### src/rtl/pico_pkg.sv
// Shared decode types, opcode constants and the instruction decode function
// used by the picoMIPS decode stage.
package pico_pkg;

  localparam int PKG_OPCODE_W = 6;
  localparam int PKG_OFFSET_W = 5;
  localparam int PKG_IMM_W    = 5;
  localparam int PKG_INSTR_W  = 16;
  localparam int PKG_ADDR_W   = 5;

  localparam logic [PKG_OPCODE_W-1:0] OP_NOP  = 6'b000000;
  localparam logic [PKG_OPCODE_W-1:0] OP_MUL  = 6'b000001;
  localparam logic [PKG_OPCODE_W-1:0] OP_ADD  = 6'b000010;
  localparam logic [PKG_OPCODE_W-1:0] OP_NEXT = 6'b000011;

  typedef enum logic [1:0] {
    ST_EMPTY = 2'd0,
    ST_ONE   = 2'd1,
    ST_TWO   = 2'd2
  } skid_state_t;

  typedef struct packed {
    logic [PKG_OPCODE_W-1:0]        opcode;
    logic signed [PKG_OFFSET_W-1:0] offset;
    logic [PKG_IMM_W-1:0]           imm;
    logic [PKG_ADDR_W-1:0]          addr;
    logic                           is_nop;
    logic                           is_mul;
    logic                           is_add;
    logic                           is_next;
    logic                           illegal;
  } decoded_t;

  // addr uses the sample index as it stood before this instruction
  function automatic decoded_t decode_fn(input logic [PKG_INSTR_W-1:0] instr,
                                         input logic [PKG_ADDR_W-1:0]  i);
    decoded_t                       d;
    logic signed [PKG_OFFSET_W-1:0] off;
    d        = '0;
    off      = instr[PKG_IMM_W +: PKG_OFFSET_W];
    d.opcode = instr[PKG_INSTR_W-1 -: PKG_OPCODE_W];
    d.offset = off;
    d.imm    = instr[PKG_IMM_W-1:0];
    d.addr   = i + PKG_ADDR_W'(off);
    case (d.opcode)
      OP_NOP:  d.is_nop  = 1'b1;
      OP_MUL:  d.is_mul  = 1'b1;
      OP_ADD:  d.is_add  = 1'b1;
      OP_NEXT: d.is_next = 1'b1;
      default: d.illegal = 1'b1;
    endcase
    return d;
  endfunction

endpackage

### src/rtl/pico_skid_buf.sv
// Two-entry valid/ready register slice; full throughput with registered
// in_ready and out_valid.
module pico_skid_buf
  import pico_pkg::*;
#(
  parameter int W = 8
) (
  input  logic         clk,
  input  logic         n_reset,
  input  logic         in_valid,
  output logic         in_ready,
  input  logic [W-1:0] in_data,
  output logic         out_valid,
  input  logic         out_ready,
  output logic [W-1:0] out_data
);

  skid_state_t  state_q, state_d;
  logic [W-1:0] out_data_q, out_data_d;
  logic [W-1:0] skid_q, skid_d;
  logic         in_ready_q, in_ready_d;
  logic         out_valid_q, out_valid_d;
  logic         push_s, pop_s;

  assign push_s = in_valid && in_ready_q;
  assign pop_s  = out_valid_q && out_ready;

  // next-state and datapath steering for the two entries
  always_comb begin
    state_d    = state_q;
    out_data_d = out_data_q;
    skid_d     = skid_q;
    case (state_q)
      ST_EMPTY: begin
        if (push_s) begin
          out_data_d = in_data;
          state_d    = ST_ONE;
        end else begin
          state_d = ST_EMPTY;
        end
      end
      ST_ONE: begin
        if (push_s && pop_s) begin
          out_data_d = in_data;
        end else if (push_s) begin
          skid_d  = in_data;
          state_d = ST_TWO;
        end else if (pop_s) begin
          state_d = ST_EMPTY;
        end else begin
          state_d = ST_ONE;
        end
      end
      ST_TWO: begin
        if (pop_s) begin
          out_data_d = skid_q;
          state_d    = ST_ONE;
        end else begin
          state_d = ST_TWO;
        end
      end
      default: state_d = ST_EMPTY;
    endcase
    in_ready_d  = (state_d != ST_TWO);
    out_valid_d = (state_d != ST_EMPTY);
  end

  always_ff @(posedge clk or negedge n_reset) begin
    if (!n_reset) begin
      state_q     <= ST_EMPTY;
      out_data_q  <= '0;
      skid_q      <= '0;
      in_ready_q  <= 1'b1;
      out_valid_q <= 1'b0;
    end else begin
      state_q     <= state_d;
      out_data_q  <= out_data_d;
      skid_q      <= skid_d;
      in_ready_q  <= in_ready_d;
      out_valid_q <= out_valid_d;
    end
  end

  assign in_ready  = in_ready_q;
  assign out_valid = out_valid_q;
  assign out_data  = out_data_q;

endmodule

### src/rtl/pico_decode_stage.sv
// Registered, handshaked picoMIPS instruction decode stage.
// Optional DECODE_ILLEGAL_TRAP_EN: swallow illegal opcodes and raise illegal_seen.
module pico_decode_stage
  import pico_pkg::*;
#(
  parameter int OPCODE_W = 6,
  parameter int OFFSET_W = 5,
  parameter int IMM_W    = 5,
  parameter int INSTR_W  = 16,
  parameter int ADDR_W   = 5
) (
  input  logic                       clk,
  input  logic                       n_reset,
  input  logic                       in_valid,
  output logic                       in_ready,
  input  logic [INSTR_W-1:0]         instr,
  output logic                       out_valid,
  input  logic                       out_ready,
  output logic [OPCODE_W-1:0]        opcode,
  output logic signed [OFFSET_W-1:0] offset,
  output logic [IMM_W-1:0]           imm,
  output logic [ADDR_W-1:0]          addr,
  output logic                       is_nop,
  output logic                       is_mul,
  output logic                       is_add,
  output logic                       is_next,
  output logic                       illegal,
`ifdef DECODE_ILLEGAL_TRAP_EN
  output logic                       illegal_seen,
`endif
  output logic [ADDR_W-1:0]          sample_idx
);

  // the decoded_t payload is laid out with the package widths
  if ((INSTR_W != OPCODE_W + OFFSET_W + IMM_W) || (ADDR_W < OFFSET_W) ||
      (OPCODE_W != PKG_OPCODE_W) || (OFFSET_W != PKG_OFFSET_W) ||
      (IMM_W != PKG_IMM_W) || (ADDR_W != PKG_ADDR_W)) begin : g_param_err
    $error("pico_decode_stage: inconsistent field widths");
  end

  decoded_t          dec_s, out_dec_s;
  logic              accept_s, fwd_valid_s, buf_ready_s;
  logic [ADDR_W-1:0] idx_q, idx_d;

  assign dec_s    = decode_fn(instr, idx_q);
  assign accept_s = in_valid && buf_ready_s;

`ifdef DECODE_ILLEGAL_TRAP_EN
  logic seen_q, seen_d;
  assign fwd_valid_s  = in_valid && !dec_s.illegal;
  assign illegal_seen = seen_q;
`else
  assign fwd_valid_s  = in_valid;
`endif

  // sample index advances when a NEXT is accepted
  always_comb begin
    if (accept_s && dec_s.is_next) begin
      idx_d = idx_q + 5'd1;
    end else begin
      idx_d = idx_q;
    end
`ifdef DECODE_ILLEGAL_TRAP_EN
    if (accept_s && dec_s.illegal) begin
      seen_d = 1'b1;
    end else begin
      seen_d = seen_q;
    end
`endif
  end

  always_ff @(posedge clk or negedge n_reset) begin
    if (!n_reset) begin
      idx_q  <= '0;
`ifdef DECODE_ILLEGAL_TRAP_EN
      seen_q <= 1'b0;
`endif
    end else begin
      idx_q  <= idx_d;
`ifdef DECODE_ILLEGAL_TRAP_EN
      seen_q <= seen_d;
`endif
    end
  end

  pico_skid_buf #(.W($bits(decoded_t))) u_skid (
    .clk       (clk),
    .n_reset   (n_reset),
    .in_valid  (fwd_valid_s),
    .in_ready  (buf_ready_s),
    .in_data   (dec_s),
    .out_valid (out_valid),
    .out_ready (out_ready),
    .out_data  (out_dec_s)
  );

  assign in_ready   = buf_ready_s;
  assign opcode     = out_dec_s.opcode;
  assign offset     = out_dec_s.offset;
  assign imm        = out_dec_s.imm;
  assign addr       = out_dec_s.addr;
  assign is_nop     = out_dec_s.is_nop;
  assign is_mul     = out_dec_s.is_mul;
  assign is_add     = out_dec_s.is_add;
  assign is_next    = out_dec_s.is_next;
  assign illegal    = out_dec_s.illegal;
  assign sample_idx = idx_q;

endmodule

### config.mk
export PLATFORM = sky130hd
export DESIGN_NAME = pico_decode_stage
export DESIGN_NICKNAME = d
export VERILOG_FILES = /design/src/rtl/pico_pkg.sv /design/src/rtl/pico_skid_buf.sv /design/src/rtl/pico_decode_stage.sv
export SDC_FILE = /design/constraint.sdc
export NUM_CORES = 1
export LEC_CHECK = 0
export CORE_ASPECT_RATIO = 1.25
export CORE_MARGIN = 4
export CORE_UTILIZATION = 40
export CTS_BUF_LIST = sky130_fd_sc_hd__clkbuf_4
export CTS_CLUSTER_SIZE = 16
export DETAILED_ROUTE_END_ITERATION = 8
export PLACE_DENSITY = 0.68
export SLEW_MARGIN = 0
export SYNTH_ARGS = -nofsm -noshare
export SYNTH_HDL_FRONTEND = slang
export SYNTH_SLANG_ARGS = --single-unit
### constraint.sdc
create_clock -name clk -period 1.7 [get_ports clk]
set_clock_uncertainty 0.2 [all_clocks]
set_input_delay 0.34 -clock clk [delete_from_list [all_inputs] [get_ports clk]]
set_output_delay 0.34 -clock clk [all_outputs]
set_load 0.005 [all_outputs]
==> GITHUB_STEP_SUMMARY <==
## Implementation flow summary

| Metric | Value |
|---|---|
| XORs/XNORs by Area | `between 2 and 3%` |
| Largest power group | `combinational logic` |
| Failing checks | `negative setup slack` |
| Crit-path cells | `ha_4 -> inv_2 -> fa_2 -> buf_6 -> xor2_2 -> nor2_1 -> a21oi_1 -> a21oi_1` |
| Top class by area | `sequential cells` |
| Sequential Power Share | `between 30% and 40%` |
| Clock power frac | `between 10% and 20%` |
| Via Count | `between 2000 and 2500` |
| Power per Cell Area | `~1600 nW/um^2` |
| WP depth | `8` |
| CTS Buffer Depth | `2` |
| Final setup margin | `-0.0966 ns` |
| Chip area | `about 8200 um^2` |
| Area leader share | `54.9%` |
| Clk tree area frac | `between 3 and 4%` |
| Max Used Layer | `met4` |
| Buffers on Ports | `~52` |
| Synth Seq Share | `between 50% and 60%` |
| R2r endpoint | `u_skid.out_data[7]$_DFFE_PN0P_` |
| Tool warning count | `29` |
| Initial drt markers | `approximately 190` |
| NonClk Buf Share | `25.7%` |
| Post-synth net total | `around 300` |
| Yosys cell types | `36` |
| # Cells Yosys | `roughly 270` |
| Crit-path slowest cell | `dfrtp_1` |
| Tot Pwr | `0.00668 W` |
| Logic pwr share | `a little under half` |
| CTS root buffer | `clkbuf_4` |
| Layout area overhead | `54.4%` |
| Largest net degree at the start of global routing | `62` |
| Final Cycle Share | `106%` |
| Routed Antenna Nets | `0` |
| # setup viols final | `roughly 44` |
| Top cells by count, synth | `dfrtp_1, nand2_1, nor2_1, a31oi_1, mux2_2` |
| Yosys chip area | `~2700 um^2` |
| FMAX | `approximately 0.56 GHz` |
| Crit path launch type | `register` |
| Remaining global-route overflow | `0` |
| Status | `complete, but fails checks` |
| Buffers, non-clock | `113` |
| 1st-pass router iterations | `4` |
repair_timing:
item,in CTS,in global routing
resized,68,47
pin swaps,15,10
endpoints found under the hold margin,60,0
hold buffers,1,0
endpoints found under the setup margin,65,32
setup buffers,21,4
cloned,2,2
per-stage QoR:
stage	hold WS (ns)	TNS, ns	utilization, %	setup WS, ns	instance area, um^2
after global placement	0.174	-19.99	55.1	-0.577	3640
after global routing	0.189	-4.00	63.9	-0.198	4220
after floorplan	-0.156	-0.260	-	-0.0888	2770
after CTS	0.172	-0.373	60.8	-0.129	4020
after detailed placement	0.177	-20.72	55.1	-0.614	3640
final	0.188	-1.14	63.9	-0.0966	4220
cell_density.png
(4 px per um) The die is cut into 8 by 10 equal tiles; white is low, dark blue is high, 0 to 100% covered.
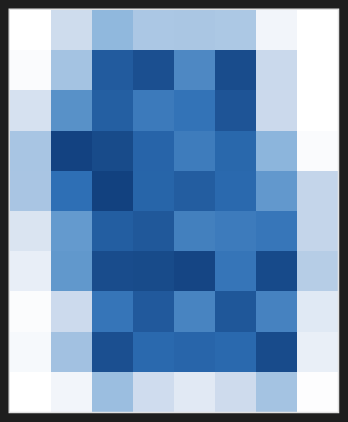
The densest ninth of the die: centre. 33% of the tiles are over 75% full. 8.7% of the tiles are nearly empty. The fullest tile reaches 93%.

clocks.png
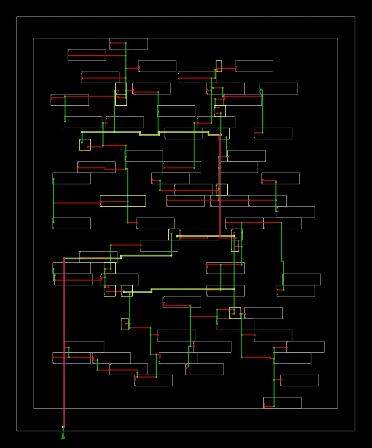
registers: 61
CLK BUF: 11

power_grid.png
(4 px per um) Pins as bars on the die edge. Tap cells in grey.
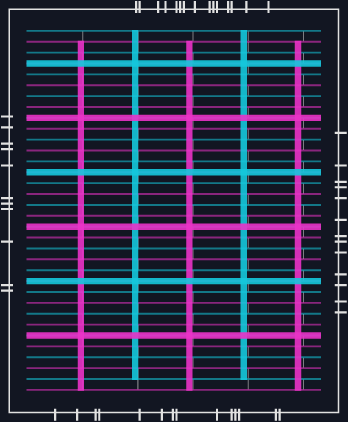
Key: magenta = VSS; cyan = VDD
5 straps on met4. The core has 33 rows. 87 tap cells. 34 met1 rails follow the rows.

flops_by_reg.png
(4 px per um) Other sequential cells in the stronger grey, the rest of the logic in the fainter grey.
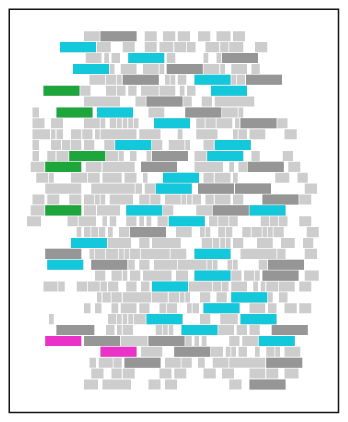
Key: cyan = u_skid.skid_q [placed flops 26]; magenta = u_skid.state_q [placed flops 2]; green = sample_idx [placed flops 5]

wires.png
(4 px per um)
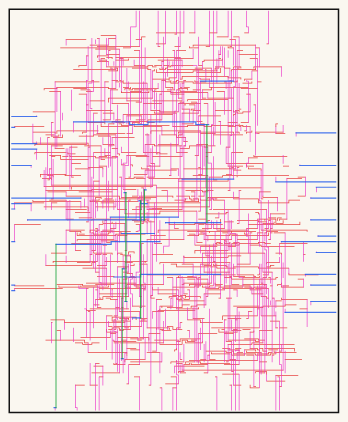
Key: red = metal 1 [wire length 3040 um]; magenta = metal 2 [wire length 3390 um]; blue = metal 3 [wire length 341 um]; green = metal 4 [wire length 152 um]

Power is estimated from default activity; no workload was simulated.
